## src/rtl/edge_det_pkg.sv

```systemverilog
// edge_det_pkg
//   Shared types for the debounced edge detector.
//   state_e : per-channel debounce FSM states (LOW / CHK_HI / HIGH / CHK_LO)
//   mode_e  : per-channel reporting mode (off / rise / fall / both)
//   mode_select() : applies a 2-bit mode to a rise/fall pulse pair
package edge_det_pkg;

  typedef enum logic [1:0] {
    LOW    = 2'd0,
    CHK_HI = 2'd1,
    HIGH   = 2'd2,
    CHK_LO = 2'd3
  } state_e;

  typedef enum logic [1:0] {
    MODE_OFF  = 2'b00,
    MODE_RISE = 2'b01,
    MODE_FALL = 2'b10,
    MODE_BOTH = 2'b11
  } mode_e;

  // Bit 0 of the mode enables rising edges, bit 1 enables falling edges.
  function automatic logic mode_select(input logic [1:0] m, input logic rise, input logic fall);
    return (rise & m[0]) | (fall & m[1]);
  endfunction

endpackage

```

## src/rtl/edge_det_chan.sv

```systemverilog
// edge_det_chan
//   One channel: SYNC_STAGES-deep synchroniser followed by a debounce FSM.
//   An edge is accepted once the synced sample has held its new value for
//   DEBOUNCE+1 consecutive samples; shorter excursions are dropped silently.
// Ports
//   clk, reset    : rising-edge clock, async active-high reset
//   level         : raw asynchronous input level
//   p_edge        : registered 1-cycle pulse on an accepted rising edge
//   n_edge        : registered 1-cycle pulse on an accepted falling edge
//   level_stable  : debounced level (high in HIGH and CHK_LO)
module edge_det_chan
  import edge_det_pkg::*;
#(
  parameter int SYNC_STAGES = 2,
  parameter int DEBOUNCE    = 4
) (
  input  logic clk,
  input  logic reset,
  input  logic level,
  output logic p_edge,
  output logic n_edge,
  output logic level_stable
);

  localparam int CW = (DEBOUNCE < 1) ? 1 : $clog2(DEBOUNCE + 1);
  localparam logic [CW-1:0] CNT_MAX = CW'(DEBOUNCE);

  logic [SYNC_STAGES-1:0] sync;
  logic                   s;
  state_e                 state, state_next;
  logic [CW-1:0]          cnt, cnt_next;
  logic                   p_next, n_next;

  always_ff @(posedge clk or posedge reset) begin
    if (reset) sync <= '0;
    else       sync <= {sync[SYNC_STAGES-2:0], level};
  end

  assign s = sync[SYNC_STAGES-1];

  always_ff @(posedge clk or posedge reset) begin
    if (reset) begin
      state  <= LOW;
      cnt    <= '0;
      p_edge <= 1'b0;
      n_edge <= 1'b0;
    end else begin
      state  <= state_next;
      cnt    <= cnt_next;
      p_edge <= p_next;
      n_edge <= n_next;
    end
  end

  // cnt counts samples already seen at the new value; the edge is accepted
  // on the sample after cnt reaches DEBOUNCE. With DEBOUNCE=0 the check
  // states are skipped entirely.
  always_comb begin
    state_next = state;
    cnt_next   = cnt;
    p_next     = 1'b0;
    n_next     = 1'b0;
    case (state)
      LOW: begin
        if (s) begin
          if (DEBOUNCE == 0) begin
            state_next = HIGH;
            p_next     = 1'b1;
          end else begin
            state_next = CHK_HI;
            cnt_next   = CW'(1);
          end
        end
      end
      CHK_HI: begin
        if (!s) begin
          state_next = LOW;
        end else if (cnt == CNT_MAX) begin
          state_next = HIGH;
          p_next     = 1'b1;
        end else begin
          cnt_next = cnt + CW'(1);
        end
      end
      HIGH: begin
        if (!s) begin
          if (DEBOUNCE == 0) begin
            state_next = LOW;
            n_next     = 1'b1;
          end else begin
            state_next = CHK_LO;
            cnt_next   = CW'(1);
          end
        end
      end
      CHK_LO: begin
        if (s) begin
          state_next = HIGH;
        end else if (cnt == CNT_MAX) begin
          state_next = LOW;
          n_next     = 1'b1;
        end else begin
          cnt_next = cnt + CW'(1);
        end
      end
      default: state_next = LOW;
    endcase
  end

  assign level_stable = (state == HIGH) || (state == CHK_LO);

endmodule

```

## src/rtl/debounced_edge_detector.sv

```systemverilog
// debounced_edge_detector
//   Multi-channel debounced edge detector with per-channel mode masking,
//   sticky pending flags and a combined interrupt.
//   Optional feature macro: EDGE_COUNT_EN adds the CNT_W parameter and the
//   edge_cnt port with one saturating edge counter per channel.
// Ports
//   clk, reset    : rising-edge clock, async active-high reset
//   level         : raw asynchronous levels, one per channel
//   mode          : 2 bits per channel, 00 off / 01 rise / 10 fall / 11 both
//   clr           : per-channel clear strobe for pending (and counter)
//   p_edge/n_edge : unmasked accepted rising / falling pulses
//   any_edge      : pulses allowed through by mode
//   level_stable  : debounced levels
//   pending       : sticky flags set by any_edge
//   irq           : OR of all pending flags
//   edge_cnt      : CNT_W-bit counter per channel (EDGE_COUNT_EN only)
module debounced_edge_detector
  import edge_det_pkg::*;
#(
  parameter int CHANNELS    = 4,
  parameter int SYNC_STAGES = 2,
  parameter int DEBOUNCE    = 4
`ifdef EDGE_COUNT_EN
  , parameter int CNT_W     = 8
`endif
) (
  input  logic                  clk,
  input  logic                  reset,
  input  logic [CHANNELS-1:0]   level,
  input  logic [2*CHANNELS-1:0] mode,
  input  logic [CHANNELS-1:0]   clr,
  output logic [CHANNELS-1:0]   p_edge,
  output logic [CHANNELS-1:0]   n_edge,
  output logic [CHANNELS-1:0]   any_edge,
  output logic [CHANNELS-1:0]   level_stable,
  output logic [CHANNELS-1:0]   pending,
  output logic                  irq
`ifdef EDGE_COUNT_EN
  , output logic [CHANNELS*CNT_W-1:0] edge_cnt
`endif
);

  for (genvar i = 0; i < CHANNELS; i++) begin : g_chan
    edge_det_chan #(
      .SYNC_STAGES(SYNC_STAGES),
      .DEBOUNCE   (DEBOUNCE)
    ) u_chan (
      .clk         (clk),
      .reset       (reset),
      .level       (level[i]),
      .p_edge      (p_edge[i]),
      .n_edge      (n_edge[i]),
      .level_stable(level_stable[i])
    );

    // Mode only filters what is reported; the channel FSM keeps running.
    assign any_edge[i] = mode_select(mode[2*i +: 2], p_edge[i], n_edge[i]);

`ifdef EDGE_COUNT_EN
    logic [CNT_W-1:0] cnt_q;

    // A clear coinciding with an edge restarts the count at one.
    always_ff @(posedge clk or posedge reset) begin
      if (reset)                          cnt_q <= '0;
      else if (clr[i])                    cnt_q <= any_edge[i] ? CNT_W'(1) : '0;
      else if (any_edge[i] && cnt_q != '1) cnt_q <= cnt_q + CNT_W'(1);
    end

    assign edge_cnt[i*CNT_W +: CNT_W] = cnt_q;
`endif
  end

  // A new edge takes priority over a clear arriving in the same cycle.
  always_ff @(posedge clk or posedge reset) begin
    if (reset) pending <= '0;
    else       pending <= any_edge | (pending & ~clr);
  end

  assign irq = |pending;

endmodule

```

## config.mk

```make
export PLATFORM = sky130hd
export DESIGN_NAME = debounced_edge_detector
export DESIGN_NICKNAME = d
export VERILOG_FILES = /design/src/rtl/edge_det_pkg.sv /design/src/rtl/edge_det_chan.sv /design/src/rtl/debounced_edge_detector.sv
export SDC_FILE = /design/constraint.sdc
export NUM_CORES = 1
export LEC_CHECK = 0
export CORE_MARGIN = 1
export CORE_UTILIZATION = 45
export CTS_BUF_LIST = sky130_fd_sc_hd__clkbuf_4
export DETAILED_ROUTE_END_ITERATION = 8
export PLACE_DENSITY = 0.82
export SETUP_SLACK_MARGIN = 0.5
export SYNTH_ARGS = -nofsm -noshare
export SYNTH_HDL_FRONTEND = slang
export SYNTH_SLANG_ARGS = --single-unit
```

## constraint.sdc

```tcl
create_clock -name clk -period 2.4 [get_ports clk]
set_input_delay 0.48 -clock clk [delete_from_list [all_inputs] [get_ports clk]]
set_output_delay 0.48 -clock clk [all_outputs]
set_load 0.02 [all_outputs]
```

==> git commit body, run 1 <==
Record implementation results from latest flow run

- In the final layout, the share of cells above drive strength 1 is a little over an eighth.
- Yosys reg bits: 40
* DP HPWL: 2430 um
* FA/HA/MAJ Cells, Area Fraction: 5.70%
- The clock network accounts for 15.6% of the total power.
- Number of iterations in the first detailed-routing pass: 4
* Unrepaired setup endpoints after global routing: yes
- Clock buffers in the final layout number 5.
- Ratio of final minimum period to clock period: 80.1%
- Data arrival at the endpoint of the critical path: 1440 ps
- The share of synthesized area in the top cell type comes to 57.0%.
- Listed in order, past its start point the critical path passes or4_4 > buf_6.
- Looking at the max-slew report, the worst-margin pin has a slew of a little under 500 ps.
- Counting the buffers created by CTS gives 5.
- For this run, asynchronously set or reset flops after synthesis account for 100%.
* Global-route met1 utilization: 16.7%
* P_sw: between 0.7 and 0.8 mW
- Worst setup path start: pending[2]
* Setup WS post-layout: 478 ps
- Multi-input gate count: 77
- Maximum ir drop on the vdd rail: slightly below 0.0005 V
* Crit start category: flip-flop
* Sequential cell area: 0.00100 mm^2
- Log Warnings: 32
- Number of cell instances after yosys synthesis: roughly 150
- Global placer's final weighted congestion: 0.664
* Placement-stage cell area: roughly 0.0021 mm^2
- Top cell category: registers
* Clock-pin transition on the worst setup and hold timing paths: 110 ps
- Root Buffer: sky130_fd_sc_hd__clkbuf_4
- Basic Gates by Area: 10.3%
- According to the I/O placement log, the pin count is 39.
* Drt drc: 0
- Vias in the first global route: 1,266
- Number of nets at floorplan: 175
* Minimum setup slack among reg-to-reg paths: 1010 ps
* Highest-delay cell along the critical path: sky130_fd_sc_hd__or4_4
- TritonCTS built the clock tree.
- Count of final hold-check violations: 0
* Number of antenna repair diodes: 0
- On the critical path the largest part of the delay comes from simple AND/OR/NAND/NOR gates.
- The report lists the number of cells resized after CTS as 17.
- Post-route minimum period: between 1500 and 2000 ps
* Depth of the worst register-to-register path: 4
- The synthesis run shows the most used standard cells to be sky130_fd_sc_hd__dfrtp_1, sky130_fd_sc_hd__inv_1, sky130_fd_sc_hd__buf_4.
- Per report_power, the top consumer among the power groups is registers.
- Most instantiated logic cells after routing: sky130_fd_sc_hd__dfrtp_1, sky130_fd_sc_hd__clkdlybuf4s50_1, sky130_fd_sc_hd__inv_1, sky130_fd_sc_hd__nand2_1, sky130_fd_sc_hd__a21oi_1
- Setup total negative slack on the finished layout was measured at 0 ps.
* Main area contributors: sky130_fd_sc_hd__dfrtp_1, sky130_fd_sc_hd__ha_1, sky130_fd_sc_hd__buf_4
- Most frequent cell after synthesis: sky130_fd_sc_hd__dfrtp_1
- Cell area after layout: 0.00213 mm^2
* Routed wl met2: 1740 um
- Buffers outside the clock tree occupy 17.3% of the routed design's cell area.
- Well-Tap Cells: 48
* Portion of netlist area occupied by mux cells: 2.57%
- Ranked by flip-flop count, first place goes to g_chan.u_chan.cnt.
* Worst Setup EP: irq
- Routing resource usage on met2 recorded by global route was 31.8%.
* Number of cells on the worst hold path: 0
- Leakage Power: 1.08 nW
- Initial antenna violation count: 0
- Checking max transition, the worst relative margin is 67.7%.
* Routed wire length on met3: 186 um
- The first global-routing pass estimated 5290 um of wire.
- Per the timing report, the most critical flop-to-flop path originates at g_chan[1].u_chan.cnt[0].
- At the worst endpoint, the required time is approximately 1900 ps.
- Summed over all sequential cells, the power is 1.01 mW.
- Post-synth EDFFs: 0
- Top flip-flop cell by instance count after synthesis: sky130_fd_sc_hd__dfrtp_1
- Worst hold margin: 361 ps
- The highest layer touched by signal routing is met4.
* Area added between synthesis and finish: 21.3%
- Recorded from the global router log, the overflow total was 0.
- Result of the run: complete, no violations
- Per the layout area report, the combinational fraction of cell area is 27.6%.
* Routed length on met1: 1190 um
- Synthesis produced 149 cells.
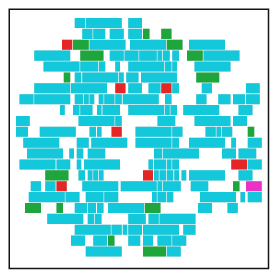
Figure 1: run 1, sizing map.
Drawn at 4 px/um.
size	color	cells
x1 and smaller	cyan	156
x6 and larger	magenta	1
x2	green	16
x3 and x4	red	7

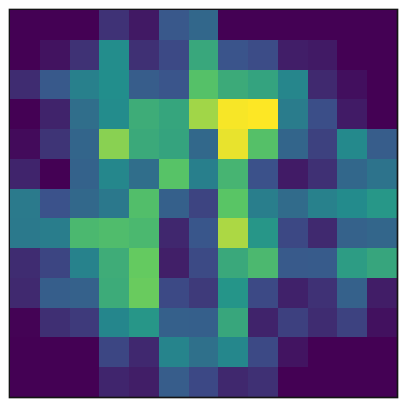
Figure 2: run 1, wiring heat map.
Drawn at 6 px/um. 13 x 13 tiles, from dark purple (low) to yellow (high), scaled to the fullest tile. Values are wire area over tile area, all layers added.
tiles over half the peak	21%
emptiest ninth of the die	south-east
densest ninth of the die	center
mean over tiles	0.13
wire length after detailed routing: 3220 um
average detailed-routed wire length per instance: 14.1 um
GR Util All Layers: 17.4%
vias: 1,190

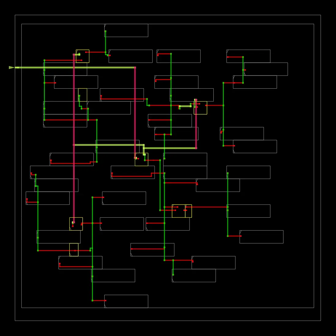
Figure 3: run 1, clock wiring as the flow saved it.
number of clock sinks: 40
Clock Latency Late Sink: 350 ps
clock network power consumption: 0.323 mW

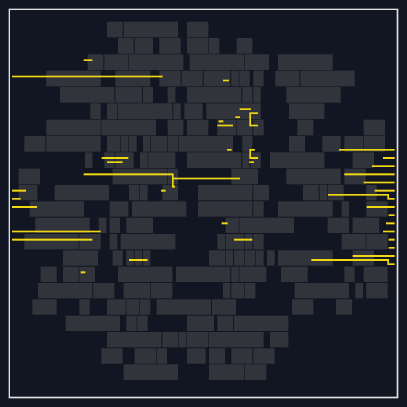
Figure 4: run 1, signal wires on met3.
Drawn at 6 px/um.
wire length on this layer	186 um
nets with wire on the layer	32
GR Layer Usage met3: 5.11%

==> inputs of run 2 (changes only) <==
Clock period 2.4 ns to 1.9 ns, I/O delays scaled along.
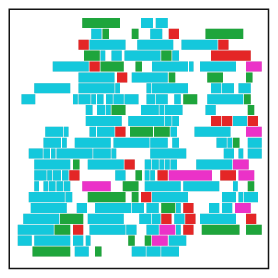
Figure 5: run 2, sizing map.
Drawn at 4 px/um.
cell area after layout: 0.00227 mm^2
nonclk buf count: 53

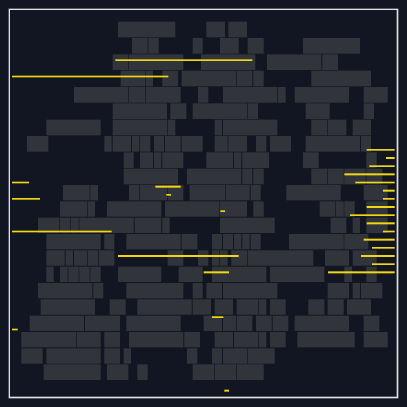
Figure 6: run 2, signal wires on met3.
Drawn at 6 px/um.
nets with wire on the layer	24
wire length on this layer	174 um

==> git commit body, run 2 <==
Record implementation results from latest flow run

- The most critical hold endpoint after final layout shows a slack of between 200 and 300 ps.
* Number of warnings issued by yosys: 0
- The most critical setup path has its startpoint at pending[1].
- Average detailed-routed wire length per instance: 13.6 um
* Routed length on met1: 1250 um
- The synthesis stat section lists a flop and latch total of 40.
- Clock-pin transition on the worst setup and hold timing paths: approximately 120 ps
- Highest-delay cell along the critical path: sky130_fd_sc_hd__or4_4
- Number of clock sinks: 40
* Main area contributors: sky130_fd_sc_hd__dfrtp_1, sky130_fd_sc_hd__ha_1, sky130_fd_sc_hd__buf_4
- Multi-input gate count: between 70 and 80
* Post-synth EDFFs: 0
- Global-route met1 utilization: approximately 18%
- Ranked by flip-flop count, first place goes to g_chan.u_chan.cnt.
- The flow reports power dissipated in sequential cells as between 1 and 1.5 mW.
* Number of antenna repair diodes: 0
* Number of cell instances after yosys synthesis: 149
* P_sw: 1.01 mW
* Most frequent cell after synthesis: sky130_fd_sc_hd__dfrtp_1
- TritonCTS built the clock tree.
* Clock group share of total power: approximately a fifth
- Critical path cell sequence: or4_4 > buf_6
- Rel. slew slack: 77.6%
- Clock Latency Late Sink: 350 ps
* Combinational share of cell area: about 27%
* Final TNS setup: 0 ps
- Transition time at the pin with the least slew margin: 335 ps
- Routed wl met2: ~1800 um
- Proportion of layout cells with a drive suffix above 1: 32.5%
- Crit Reg-Reg Startpoint: g_chan[1].u_chan.cnt[0]
- FA/HA/MAJ Cells, Area Fraction: 5.70%
- Entering global routing, the biggest net connects 34 pins.
- After synthesis, the most frequently instantiated cells are sky130_fd_sc_hd__dfrtp_1, sky130_fd_sc_hd__inv_1, sky130_fd_sc_hd__buf_4.
- Wire length of the first global-routing pass: roughly 5600 um
- Setup repair after global routing could not meet its margin everywhere.
- Number of slew-limit violations in the final report: 0
- Sequential cell area: 0.00101 mm^2
* GR Layer Usage met3: 5.63%
* Wire length after detailed routing: 3280 um
- Routed wire length on met3: about 170 um
- Result of the run: complete, no violations
- Post-route minimum period: 1800 ps
* Root Buffer: sky130_fd_sc_hd__clkbuf_4
* Overflow left after global routing: 0
- Per the post-synthesis report, the number of cells in the design is ~150.
* Power group with the highest consumption: registers
- In the final report, the number of hold violations comes to 0.
- Depth of the worst register-to-register path: 4
* Initial antenna violation count: 0
- In this build the clock could be raised as far as 0.554 GHz.
- Clock network power consumption: about 0.55 mW
- Multiplexer cells account for under 10% of the synthesized area.
- OpenROAD emitted warnings numbering 33.
- The routed layout has 1,214 vias.
- The post-placement cell area is 0.00214 mm^2.
* Iteration-0 DRC Markers: 18
* Crit start category: flip-flop
- CTS buffer count: 5
- FFs w/ async S/R, synth: 100%
- Global placer's final weighted congestion: between 0.6 and 0.7
- The required time at the worst endpoint is listed as between 1500 and 2000 ps.
* Vias in the first global route: 1,326
- Drt drc: 0
- The power report lists the combinational group at between 1 and 1.5 mW.
* Highest metal layer used by the detailed router: met4
- For this design the static power due to leakage is 1.17 nW.
* GR Util All Layers: between 10% and 20%
- By area, registers come first.
- Worst Setup EP: irq
* Number of clock buffers in the layout: 5
- Buffers outside the clock tree occupy about a fifth of the routed design's cell area.
- Minimum setup slack among reg-to-reg paths: 580 ps
* Data arrival at the endpoint of the critical path: 1420 ps
- Once detailed placement completed, the half-perimeter wirelength came to 2290 um.
- Top-Level Pins: 39
- Basic Gates by Area: 10.3%
- Global routing consumed, on the met2 layer, between 30% and 40% of the routing resources.
- Area added between synthesis and finish: 29.2%
* Max-cap viol count: 0
- Top flip-flop cell by instance count after synthesis: sky130_fd_sc_hd__dfrtp_1
* Maximum ir drop on the vdd rail: 0.000691 V
- Ratio of final minimum period to clock period: 94.9%
- The share of synthesized area in the top cell type comes to 57.0%.
* Number of nets at floorplan: 175
- Most instantiated logic cells after routing: sky130_fd_sc_hd__dfrtp_1, sky130_fd_sc_hd__inv_1, sky130_fd_sc_hd__buf_2, sky130_fd_sc_hd__buf_4, sky130_fd_sc_hd__clkdlybuf4s50_1
==> inputs of run 3 (changes only) <==
Settings changed: CELL_PAD_IN_SITES_DETAIL_PLACEMENT set to 1, CELL_PAD_IN_SITES_GLOBAL_PLACEMENT set to 1, CORE_UTILIZATION 45 to 41, PLACE_DENSITY 0.82 to unset, PLACE_DENSITY_LB_ADDON set to 0.1.
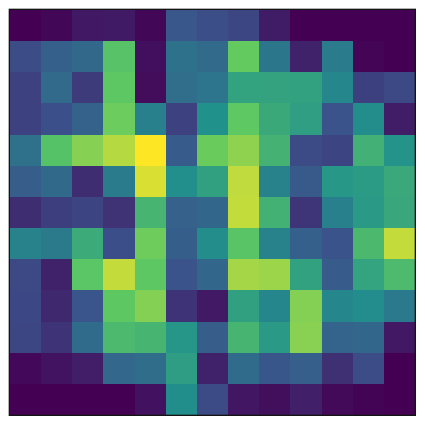
Figure 7: run 3, wiring heat map.
Drawn at 6 px/um. 13 x 13 tiles, from dark purple (low) to yellow (high), scaled to the fullest tile. Values are wire area over tile area, all layers added.
mean over tiles	0.12
nearly empty tiles	9.5%
densest ninth of the die	center
tiles over half the peak	33%
fullest tile	0.32

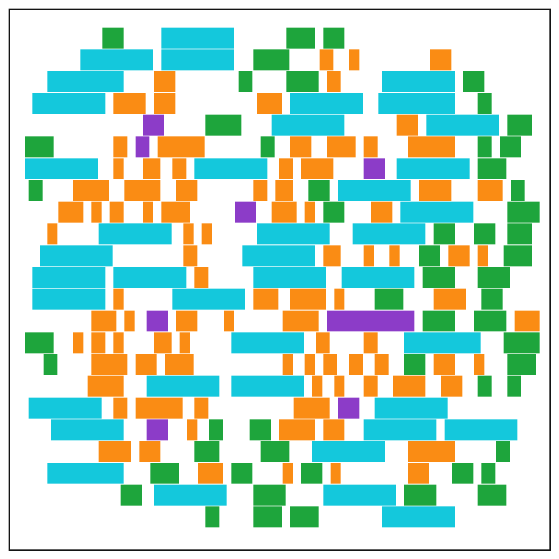
Figure 8: run 3, placement by cell class.
Drawn at 8 px/um.
class	color	cells
remaining logic cells	orange	93
remaining buffers and delay cells	green	55
clock drivers and dummy loads	purple	8
registers	cyan	40

==> git commit body, run 3 <==
Record implementation results from latest flow run

- met3 track demand over resource after global routing is 4.39%.
- The final timing report lists a max-slew violation count of 0.
- Summed over all nets, the half-perimeter wirelength after detailed placement is 2470 um.
- Highest-delay cell along the critical path: sky130_fd_sc_hd__or4_4
- Clock Latency Late Sink: 360 ps
- Before antenna repair, the detailed router went through 4 iterations.
* Number of nets at floorplan: 175
- Result of the run: complete, no violations
* Worst hold margin: 363 ps
* Crit Reg-Reg Startpoint: g_chan[3].u_chan.cnt[0]
- Number of cells on the worst hold path: 0
- On met2, the global router reports a usage of 30.3%.
* Clock tree from TritonCTS: yes
* Portion of netlist area occupied by mux cells: roughly 2.6%
- The leakage power in the latest report is 1.19 nW.
- The finished cells cover 0.00227 mm^2.
- Of the total synthesized cell area, the portion taken by AND, OR, NAND and NOR gates is a little over 10%.
- Top-Level Pins: 39
- Per the synthesis report, the adder-cell share of the synthesized area is 5.70%.
* Gate family responsible for the most delay along the worst path: simple AND/OR/NAND/NOR gates
- Wire length after detailed routing: 3500 um
* Nonclk buf count: 55
* Rel. slew slack: 67.0%
- Vias: 1,220
- The flow inserted around 50 tap cells.
- Iteration-0 DRC Markers: 29
* CP required: 1520 ps
- After routing, the total negative slack on setup checks comes to 0 ps.
- According to the timing report, the critical path is launched from pending[1].
- Routed wire length on met3: 206 um
* Max-cap viol count: 0
- Multi-input gate count: 77
- Number of cell instances after yosys synthesis: 149
- Per the final layout report, the fraction of cells sized above drive strength 1 comes to around 32%.
- Of the available clock period, the critical path in the final layout requires ~96%.
Power figures rest on the tool's default switching activity, not on a simulated workload.
